--- src/rtl/pc_target_lut_rw.sv ---
// Runtime-programmable branch-target lookup table for the fetch stage.
// Latency: one cycle from i_lk_req to o_target_valid; throughput one lookup per cycle.
// Backpressure: none; each accepted request produces exactly one result pulse.
//
// Optional feature macro: PC_LUT_PERF_EN (adds o_hit_cnt / o_miss_cnt).
//
// Ports:
//   i_clk, i_reset     clock (rising edge), asynchronous active-high reset
//   i_lk_req           lookup request; i_lk_addr selects the entry, i_pc is sampled with it
//   o_target           resolved branch target (absolute, pc+offset, or pc+1 on miss)
//   o_target_valid     one-cycle strobe per accepted request
//   o_miss             addressed entry was invalid, o_target = pc+1
//   i_wr_en            table write strobe: {i_wr_data, i_wr_rel} into entry i_wr_addr
//   i_wr_rel           1 = entry holds a signed pc-relative offset, 0 = absolute target
//   i_clr              synchronous invalidate of every entry (beats a same-cycle write)
//   o_hit_cnt/o_miss_cnt  saturating 16-bit result counters (PC_LUT_PERF_EN only)

module pc_target_lut_rw #(
    parameter int D = 10,
    parameter int A = 4
) (
    input  logic         i_clk,
    input  logic         i_reset,
    input  logic         i_lk_req,
    input  logic [A-1:0] i_lk_addr,
    input  logic [D-1:0] i_pc,
    output logic [D-1:0] o_target,
    output logic         o_target_valid,
    output logic         o_miss,
    input  logic         i_wr_en,
    input  logic [A-1:0] i_wr_addr,
    input  logic [D-1:0] i_wr_data,
    input  logic         i_wr_rel,
    input  logic         i_clr
`ifdef PC_LUT_PERF_EN
    ,
    output logic [15:0]  o_hit_cnt,
    output logic [15:0]  o_miss_cnt
`endif
);

    localparam int N = 1 << A;

    // Entry payload (value + mode) is deliberately not reset: it is only ever
    // consumed when the matching valid bit is set, and valid bits are reset.
    logic [D-1:0] r_val [N];
    logic [N-1:0] r_rel;
    logic [N-1:0] r_vld;

    logic [D-1:0] r_target;
    logic         r_target_valid;
    logic         r_miss;

    logic         w_wr_go;
    logic         w_byp;
    logic [D-1:0] w_ent_val;
    logic         w_ent_rel;
    logic         w_ent_vld;
    logic [D-1:0] w_res_tgt;
    logic         w_res_miss;

    // A write in the same cycle as clr is dropped.
    assign w_wr_go = i_wr_en && !i_clr;

    //--------------------------------------------------------------------
    // Table storage
    //--------------------------------------------------------------------
    always_ff @(posedge i_clk) begin
        if (w_wr_go) begin
            r_val[i_wr_addr] <= i_wr_data;
            r_rel[i_wr_addr] <= i_wr_rel;
        end
    end

    always_ff @(posedge i_clk or posedge i_reset) begin
        if (i_reset) begin
            r_vld <= '0;
        end else if (i_clr) begin
            r_vld <= '0;
        end else if (i_wr_en) begin
            r_vld[i_wr_addr] <= 1'b1;
        end
    end

    //--------------------------------------------------------------------
    // Lookup resolution
    //--------------------------------------------------------------------
    // Write-first: a write landing on the looked-up index on this edge is
    // forwarded straight into the lookup. A same-cycle clr forces a miss.
    assign w_byp     = w_wr_go && (i_wr_addr == i_lk_addr);
    assign w_ent_val = w_byp ? i_wr_data : r_val[i_lk_addr];
    assign w_ent_rel = w_byp ? i_wr_rel  : r_rel[i_lk_addr];
    assign w_ent_vld = !i_clr && (w_byp || r_vld[i_lk_addr]);

    // D-bit addition wraps silently; an offset with its MSB set acts as a
    // negative two's-complement displacement.
    always_comb begin
        w_res_tgt  = i_pc + D'(1);
        w_res_miss = 1'b1;
        if (w_ent_vld) begin
            w_res_miss = 1'b0;
            if (w_ent_rel) begin
                w_res_tgt = i_pc + w_ent_val;
            end else begin
                w_res_tgt = w_ent_val;
            end
        end
    end

    //--------------------------------------------------------------------
    // Registered result; target/miss hold between requests
    //--------------------------------------------------------------------
    always_ff @(posedge i_clk or posedge i_reset) begin
        if (i_reset) begin
            r_target       <= '0;
            r_target_valid <= 1'b0;
            r_miss         <= 1'b0;
        end else begin
            r_target_valid <= i_lk_req;
            if (i_lk_req) begin
                r_target <= w_res_tgt;
                r_miss   <= w_res_miss;
            end
        end
    end

    assign o_target       = r_target;
    assign o_target_valid = r_target_valid;
    assign o_miss         = r_miss;

`ifdef PC_LUT_PERF_EN
    //--------------------------------------------------------------------
    // Saturating hit / miss counters, counted off the visible result strobe
    //--------------------------------------------------------------------
    logic [15:0] r_hit_cnt;
    logic [15:0] r_miss_cnt;

    always_ff @(posedge i_clk or posedge i_reset) begin
        if (i_reset) begin
            r_hit_cnt  <= '0;
            r_miss_cnt <= '0;
        end else if (i_clr) begin
            r_hit_cnt  <= '0;
            r_miss_cnt <= '0;
        end else if (r_target_valid) begin
            if (r_miss) begin
                if (r_miss_cnt != 16'hFFFF) r_miss_cnt <= r_miss_cnt + 16'd1;
            end else begin
                if (r_hit_cnt != 16'hFFFF) r_hit_cnt <= r_hit_cnt + 16'd1;
            end
        end
    end

    assign o_hit_cnt  = r_hit_cnt;
    assign o_miss_cnt = r_miss_cnt;
`endif

endmodule
--- config.mk ---
export PLATFORM = sky130hd
export DESIGN_NAME = pc_target_lut_rw
export DESIGN_NICKNAME = d
export VERILOG_FILES = /design/src/rtl/pc_target_lut_rw.sv
export SDC_FILE = /design/constraint.sdc
export NUM_CORES = 1
export LEC_CHECK = 0
export ABC_AREA = 1
export CORE_MARGIN = 5
export CORE_UTILIZATION = 30
export CTS_CLUSTER_SIZE = 30
export DETAILED_ROUTE_END_ITERATION = 6
export GPL_TIMING_DRIVEN = 1
export PLACE_DENSITY_LB_ADDON = 0.3
export SLEW_MARGIN = 10
export SYNTH_ARGS = -nofsm -noshare
export SYNTH_HDL_FRONTEND = slang
export SYNTH_SLANG_ARGS = --single-unit
export TNS_END_PERCENT = 20
--- constraint.sdc ---
create_clock -name i_clk -period 4.2 [get_ports i_clk]
set_input_delay 0.84 -clock i_clk [delete_from_list [all_inputs] [get_ports i_clk]]
set_output_delay 0.84 -clock i_clk [all_outputs]
set_load 0.02 [all_outputs]
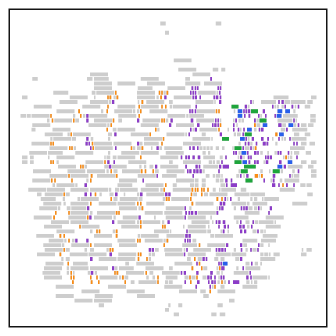
Fig. 1. Selected gate families.
[blue] xor and xnor cells | cells: 15
[green] fa/ha/maj cells | cells: 11 | where: right middle
[purple] nand cells | cells: 258
[orange] nor cells | cells: 149
multi-input logic portion of the cell area: 0.2527
non-filler cells in the finished layout: 1381

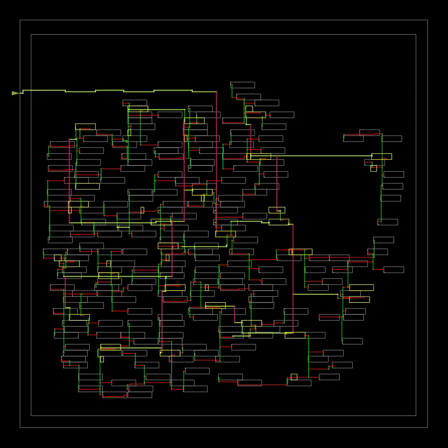
Fig. 2. Clock wiring as the flow saved it.
Latency at later pin: 0.52 ns
largest clock skew in the final design: 0.01650 ns

==> summary.txt <==
Physical implementation status

The flow ran to the end, and the final reports show no timing, DRC or antenna violations. Looking at the setup timing report, the critical path kind is input pin to flop. The synthesis report names the predominant flop master as sky130_fd_sc_hd__edfxtp_1. The post-detailed-route count of antenna-violating nets stands at 0. The leakage power total stands at 4.207 nW. The peak ir drop on the vdd network stands at roughly 0.23 mV. Leaving out buffers and inverters, the combinational logic in the layout accounts for about 0.0028 sq mm. The aggregate global routing overflow stands at 0.

For this design, the slowest cell found on the critical path is sky130_fd_sc_hd__clkdlybuf4s50_1. The CTS report gives the tree buffer count as 23. The wire length recorded after detailed routing is about 24000 microns.

The class occupying the most area after layout is reported as registers. The maximum achievable frequency stands at 276.8 MHz. Per the synthesis report, the XOR/XNOR share of the synthesized area is 0.01412. In this run, synthesis inferred roughly 180 flip-flops with an integrated enable. The fraction of area in clock buffers and inverters stands at 0.06597. The fraction of area in registers stands at 0.5395. The instance count after placement with tap cells included stands at 1340.

Checking max transition, the worst relative margin is 0.3012. Per the run report, area growth between synthesis and finish was 19.24%. The number of ordinary inverters in the final layout stands at around 64.

The setup slack of the critical path after layout stands at around 0.59 ns. Synthesis produced a netlist with a net count of roughly 940. The smallest clock period supported by the final layout is computed as 3.613 ns. For this run, combinational gates with multiple inputs come to about 580.

Entering global routing, the biggest net connects 50 pins. The required time reported for the critical path endpoint stands at about 4.6 ns.
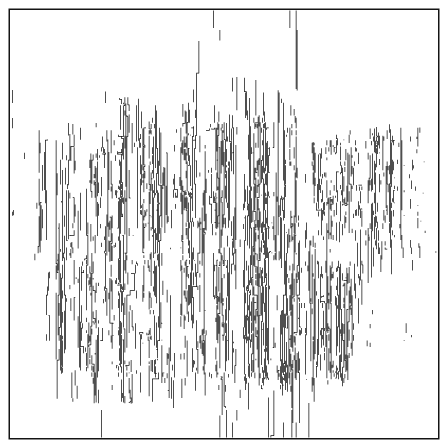
Fig. 3. Metal 2.
nets with wire on the layer: 707
main direction: vertical
share of all routed wire: 45%
wire length on this layer: 11100 microns
GR met2 Demand/Resource: 0.2268
via count of the routed design: 6586

==> per-stage QoR <==
step | power [W] | hold WS [ns] | utilization
after CTS | 0.004792 | 0.4834 | 0.3627
final | 0.004745 | 0.4806 | 0.3627
after global routing | 0.004954 | 0.4959 | 0.3627
after detailed placement | 0.002836 | 0.4675 | 0.3388
after floorplan | 0.002622 | 0.4478 | -
after global placement | 0.002831 | 0.4654 | 0.3388
==> state kept, by name (all words and copies together) (netlist names) <==
signal and flops:
o_miss 1, o_target 10, o_target_valid 1, r_rel 16
r_val 160, r_vld 16
==> report_power, final <==
group | switching, W | internal [W]
sequential | 0.0000144 | 0.00224
combinational | 0.000333 | 0.000199
clock | 0.000822 | 0.00113
total | 0.00117 | 0.00358
==> layout by cell type, fill, tap and decap left out, types with 2 or more instances in the layout <==
cell type and n:
sky130_fd_sc_hd__a21oi_1 9, sky130_fd_sc_hd__buf_4 49, sky130_fd_sc_hd__bufinv_16 2, sky130_fd_sc_hd__clkbuf_16 23, sky130_fd_sc_hd__clkdlybuf4s50_1 43, sky130_fd_sc_hd__clkinv_1 9
sky130_fd_sc_hd__clkinv_2 3, sky130_fd_sc_hd__clkinvlp_4 2, sky130_fd_sc_hd__dfrtp_1 28, sky130_fd_sc_hd__edfxtp_1 176, sky130_fd_sc_hd__ha_1 10, sky130_fd_sc_hd__inv_1 58
sky130_fd_sc_hd__inv_4 2, sky130_fd_sc_hd__inv_6 2, sky130_fd_sc_hd__nand2_1 153, sky130_fd_sc_hd__nand2_2 2, sky130_fd_sc_hd__nand2_4 3, sky130_fd_sc_hd__nand3_1 98
sky130_fd_sc_hd__nand4_1 2, sky130_fd_sc_hd__nor2_1 147, sky130_fd_sc_hd__o211ai_1 20, sky130_fd_sc_hd__o21ai_0 83, sky130_fd_sc_hd__o21ai_1 11, sky130_fd_sc_hd__o22ai_1 10
sky130_fd_sc_hd__or2_0 7, sky130_fd_sc_hd__or2_2 2, sky130_fd_sc_hd__xnor2_1 6, sky130_fd_sc_hd__xor2_1 9
==> path summary, 6_finish.rpt <==
check,from,endpoint,cells past startpoint
max in group asynchronous,i_reset,o_target[8],2
setup / recovery,i_lk_addr[2],o_target[9],20
hold / removal,o_target[9],o_target[9],2
setup reg to reg,r_val[6][0],o_target[8],18
min in group asynchronous,i_reset,r_vld[6],2
hold reg to reg,o_target[9],o_target[9],2
==> per-layer routing <==
layer,wire length [microns],global-route usage,vias up,part of all wire
li1,-,-,3216,-
met1,11300,0.2014,3152,0.46
met2,11090,0.2268,180,0.45
met4,516,0.03439,0,0.021
met5,0,0,-,0
met3,1560,0.02853,38,0.064
==> synth_stat cells (all sizes together), types with 2 or more instances <==
master / count / share of area
o21ai: 95 / 0.052
nand2: 158 / 0.067
a21oi: 9 / 0.0048
nor2: 148 / 0.060
edfxtp: 176 / 0.57
inv: 63 / 0.027
ha: 10 / 0.013
o211ai: 20 / 0.016
nand4: 2 / 0.0013
or2: 11 / 0.0077
xor2: 9 / 0.0085
xnor2: 6 / 0.0056
buf: 27 / 0.022
nand3: 98 / 0.053
o22ai: 10 / 0.0067
dfrtp: 28 / 0.075
clkbuf: 14 / 0.0056
Power and IR drop assume default switching activity.
